==> images/floorplan.png <==
Scale bar: 20 um. Pins as bars on the die edge. Tap cells in grey.
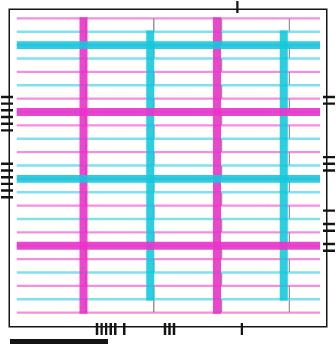
==> images/class_map.png <==
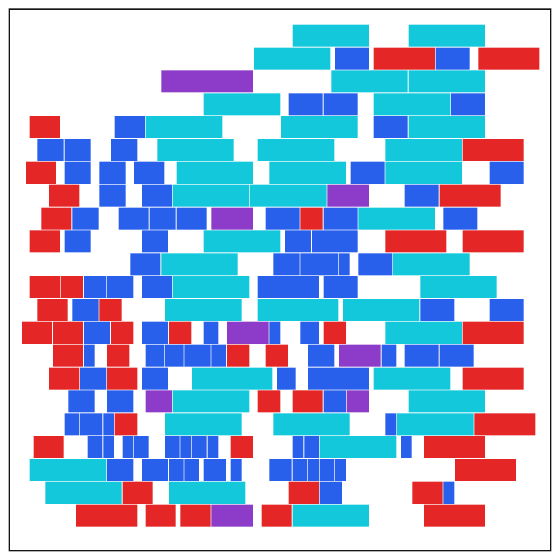
==> images/clock_wires.png <==
Scale bar: 20 um.
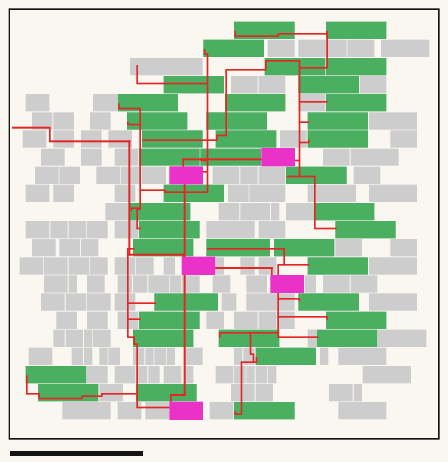
===== src/rtl/serial_adder.sv =====
// Bit-serial add/subtract engine: one full-adder cell plus a carry flop, sequenced
// LSB-first over WIDTH clocks. Operands are loaded in parallel on start and the
// result is presented in parallel together with a one-cycle done pulse.
//
// Ports
//   clk    rising-edge clock
//   rst    asynchronous, active-high reset
//   start  request, sampled only in idle
//   sub    0: A+B+Cin, 1: A-B (Cin ignored); sampled with start
//   A, B   operands, sampled with start
//   Cin    carry-in for add, sampled with start
//   busy   high while an operation is in flight (run or done)
//   done   one-cycle pulse, S/Cout/ovf updated on the same edge
//   S      result, holds the last completed value
//   Cout   carry out of the MSB (subtract: 1 = no borrow)
//   ovf    two's-complement overflow (carry into MSB xor carry out of MSB)

module serial_adder #(
    parameter int unsigned WIDTH = 8
) (
    input  logic             clk,
    input  logic             rst,
    input  logic             start,
    input  logic             sub,
    input  logic [WIDTH-1:0] A,
    input  logic [WIDTH-1:0] B,
    input  logic             Cin,
    output logic             busy,
    output logic             done,
    output logic [WIDTH-1:0] S,
    output logic             Cout,
    output logic             ovf
);

    localparam int unsigned CntW = (WIDTH > 1) ? $clog2(WIDTH) : 1;

    typedef enum logic [1:0] {
        StIdle,
        StRun,
        StDone
    } state_e;

    state_e             state_q, state_d;
    logic [WIDTH-1:0]   sh_a_q, sh_a_d;
    logic [WIDTH-1:0]   sh_b_q, sh_b_d;
    logic [WIDTH-1:0]   sh_s_q, sh_s_d;
    logic               carry_q, carry_d;
    logic [CntW-1:0]    cnt_q, cnt_d;
    logic [WIDTH-1:0]   s_q, s_d;
    logic               cout_q, cout_d;
    logic               ovf_q, ovf_d;
    logic               done_q, done_d;

    // Full-adder cell on the current LSBs
    logic s_bit;
    logic carry_nxt;
    logic last_bit;

    assign s_bit     = sh_a_q[0] ^ sh_b_q[0] ^ carry_q;
    assign carry_nxt = (sh_a_q[0] & sh_b_q[0]) | (sh_a_q[0] & carry_q) | (sh_b_q[0] & carry_q);
    assign last_bit  = (cnt_q == CntW'(WIDTH - 1));

    always_comb begin
        state_d = state_q;
        sh_a_d  = sh_a_q;
        sh_b_d  = sh_b_q;
        sh_s_d  = sh_s_q;
        carry_d = carry_q;
        cnt_d   = cnt_q;
        s_d     = s_q;
        cout_d  = cout_q;
        ovf_d   = ovf_q;
        done_d  = 1'b0;

        unique case (state_q)
            StIdle: begin
                if (start) begin
                    state_d = StRun;
                    sh_a_d  = A;
                    // Subtract as A + ~B + 1
                    sh_b_d  = sub ? ~B : B;
                    carry_d = sub ? 1'b1 : Cin;
                    cnt_d   = '0;
                end
            end
            StRun: begin
                sh_a_d  = sh_a_q >> 1;
                sh_b_d  = sh_b_q >> 1;
                sh_s_d  = {s_bit, sh_s_q[WIDTH-1:1]};
                carry_d = carry_nxt;
                cnt_d   = cnt_q + CntW'(1);
                if (last_bit) begin
                    state_d = StDone;
                    s_d     = {s_bit, sh_s_q[WIDTH-1:1]};
                    cout_d  = carry_nxt;
                    // carry_q is the carry into the MSB while the MSB is processed
                    ovf_d   = carry_q ^ carry_nxt;
                    done_d  = 1'b1;
                end
            end
            StDone: begin
                state_d = StIdle;
            end
            default: begin
                state_d = StIdle;
            end
        endcase
    end

    always_ff @(posedge clk or posedge rst) begin
        if (rst) begin
            state_q <= StIdle;
            sh_a_q  <= '0;
            sh_b_q  <= '0;
            sh_s_q  <= '0;
            carry_q <= 1'b0;
            cnt_q   <= '0;
            s_q     <= '0;
            cout_q  <= 1'b0;
            ovf_q   <= 1'b0;
            done_q  <= 1'b0;
        end else begin
            state_q <= state_d;
            sh_a_q  <= sh_a_d;
            sh_b_q  <= sh_b_d;
            sh_s_q  <= sh_s_d;
            carry_q <= carry_d;
            cnt_q   <= cnt_d;
            s_q     <= s_d;
            cout_q  <= cout_d;
            ovf_q   <= ovf_d;
            done_q  <= done_d;
        end
    end

    assign busy = (state_q != StIdle);
    assign done = done_q;
    assign S    = s_q;
    assign Cout = cout_q;
    assign ovf  = ovf_q;

endmodule


===== config.mk =====
export PLATFORM = sky130hd
export DESIGN_NAME = serial_adder
export DESIGN_NICKNAME = d
export VERILOG_FILES = /design/src/rtl/serial_adder.sv
export SDC_FILE = /design/constraint.sdc
export NUM_CORES = 1
export LEC_CHECK = 0
export CORE_UTILIZATION = 46
export CTS_CLUSTER_SIZE = 14
export DETAILED_ROUTE_END_ITERATION = 8
export PLACE_DENSITY = 0.74
export SLEW_MARGIN = 25
export SYNTH_ARGS = -nofsm -noshare
export SYNTH_HDL_FRONTEND = slang
export SYNTH_SLANG_ARGS = --single-unit

===== constraint.sdc =====
create_clock -name clk -period 1.5 [get_ports clk]
set_input_delay 0.3 -clock clk [delete_from_list [all_inputs] [get_ports clk]]
set_output_delay 0.3 -clock clk [all_outputs]
set_load 0.05 [all_outputs]

==> flow_summary.ini <==
; synthesis and place-and-route metrics
[outcome]
status = finished clean

[timing]
finalHoldViolCount = 0
finalCritPeriodShare_pct = 95.9
layout_setup_ws_ps = 61.3
rsz0062_at_grt = no
setup_viol = 0

[final_layout]
logic_area_sq_um = 731
layout-drive-gt1-share_pct = 27.7
antennaDiodeCount = 0
clkbuf_count = 5
fin_cells = 232
layout_top_cell = dfrtp_1
dominant_cells = sequential cells
sh_comb_area_pct = 29.6
utilization_pct = 67.0
final_area_sq_um = 2470
buffer_area_share_pct = 22.3
seq_area_sq_um = 1000
final_cell_mix = dfrtp_1 (38), clkdlybuf4s50_1 (20), buf_12 (13)

[power]
intPower_mw = 3.39
leakagePower_nw = 1.14
power_density_nw_per_um2 = 2150
power_switching_mw = 1.93
ir_worst_vdd_uv = 1020
switching_share_pct = 36.3
p_seq_share_pct = 36.0
maxPowerGroup = combinational cells
powerComb_mw = 2.52
comb_power_share_pct = 47.4
p_clk_mw = 0.882

[yosys]
syn_area_sq_um = 1780
synthFlopType = dfrtp_1
adder_share_pct = 2.53
ys_cells = 139
logic_family = AND-OR/OR-AND gates
ys_sh_mux_pct = 10.7
synth_seq_share_pct = 56.1
netlist_instances = 139
synth-edff-count = 0
ys_types = 28
ys.warnings.count = 0
yosysChipArea_sq_um = 1780
topCellsByArea = dfrtp_1 (56%), mux2_2 (6.3%), and3b_1 (4.4%)
synthArstFlopShare_pct = 100

[clocking]
hold_buffers = 0
cts_max_path_buffers = 2
cts_sinks = 40
htree_levels = 2
cts_buffers = 5

[routing]
drt_iter0_drc = 40
routed_via_density = 5.25
routedLengthMet1_um = 1530
dr.max_layer_used = met4
vias = 1219

[die]
core_sq_um = 3690
die-area_sq_um = 4130
tapCellCount = 48
row_count = 22
fp_util_pct = 48.3
die_height_um = 64.3

[place]
pre_cts_ws_ps = -65.3
io_buffers = 32
dp_hpwl_um = 2510

[global_routing]
grt_pass1_vias = 1306
grt_use_met2_pct = 33.2
grt_pass1_wl_um = 6020
gr-total-overflow = 0
grt_util_met3_pct = 3.93
grt-busiest-layer = met2
grt_max_degree = 41

[worst_setup_path]
worstPathRequired_ps = 1200
critPathLaunch = state_q[1]$_DFFE_PP0P_
r2r_setup_slack_ps = 90
endpoint = busy
path_delay_family = flip-flops
r2r_end = S[2]$_DFFE_PP0P_
cp_num_buf_inv = 1

[run]
warnings = 26
## Picture notes: floorplan.png
| colour | net |
|---|---|
| magenta | VSS |
| cyan | VDD |
met5 straps: 4
tap cells: 48
signal pins: 33
met1 rails: 23

## Picture notes: class_map.png
| colour | class | cells | share of their area |
|---|---|---|---|
| cyan | registers | 40 | 42% |
| red | remaining buffers and delay cells | 45 | 23% |
| purple | clock drivers and dummy loads | 8 | 4.8% |
| blue | remaining logic cells | 91 | 31% |

## Picture notes: clock_wires.png
[green] flip-flops | count: 40
[magenta] clock-net drivers | count: 5
[red] clock wires | length: 433 um
routed clock nets: 6

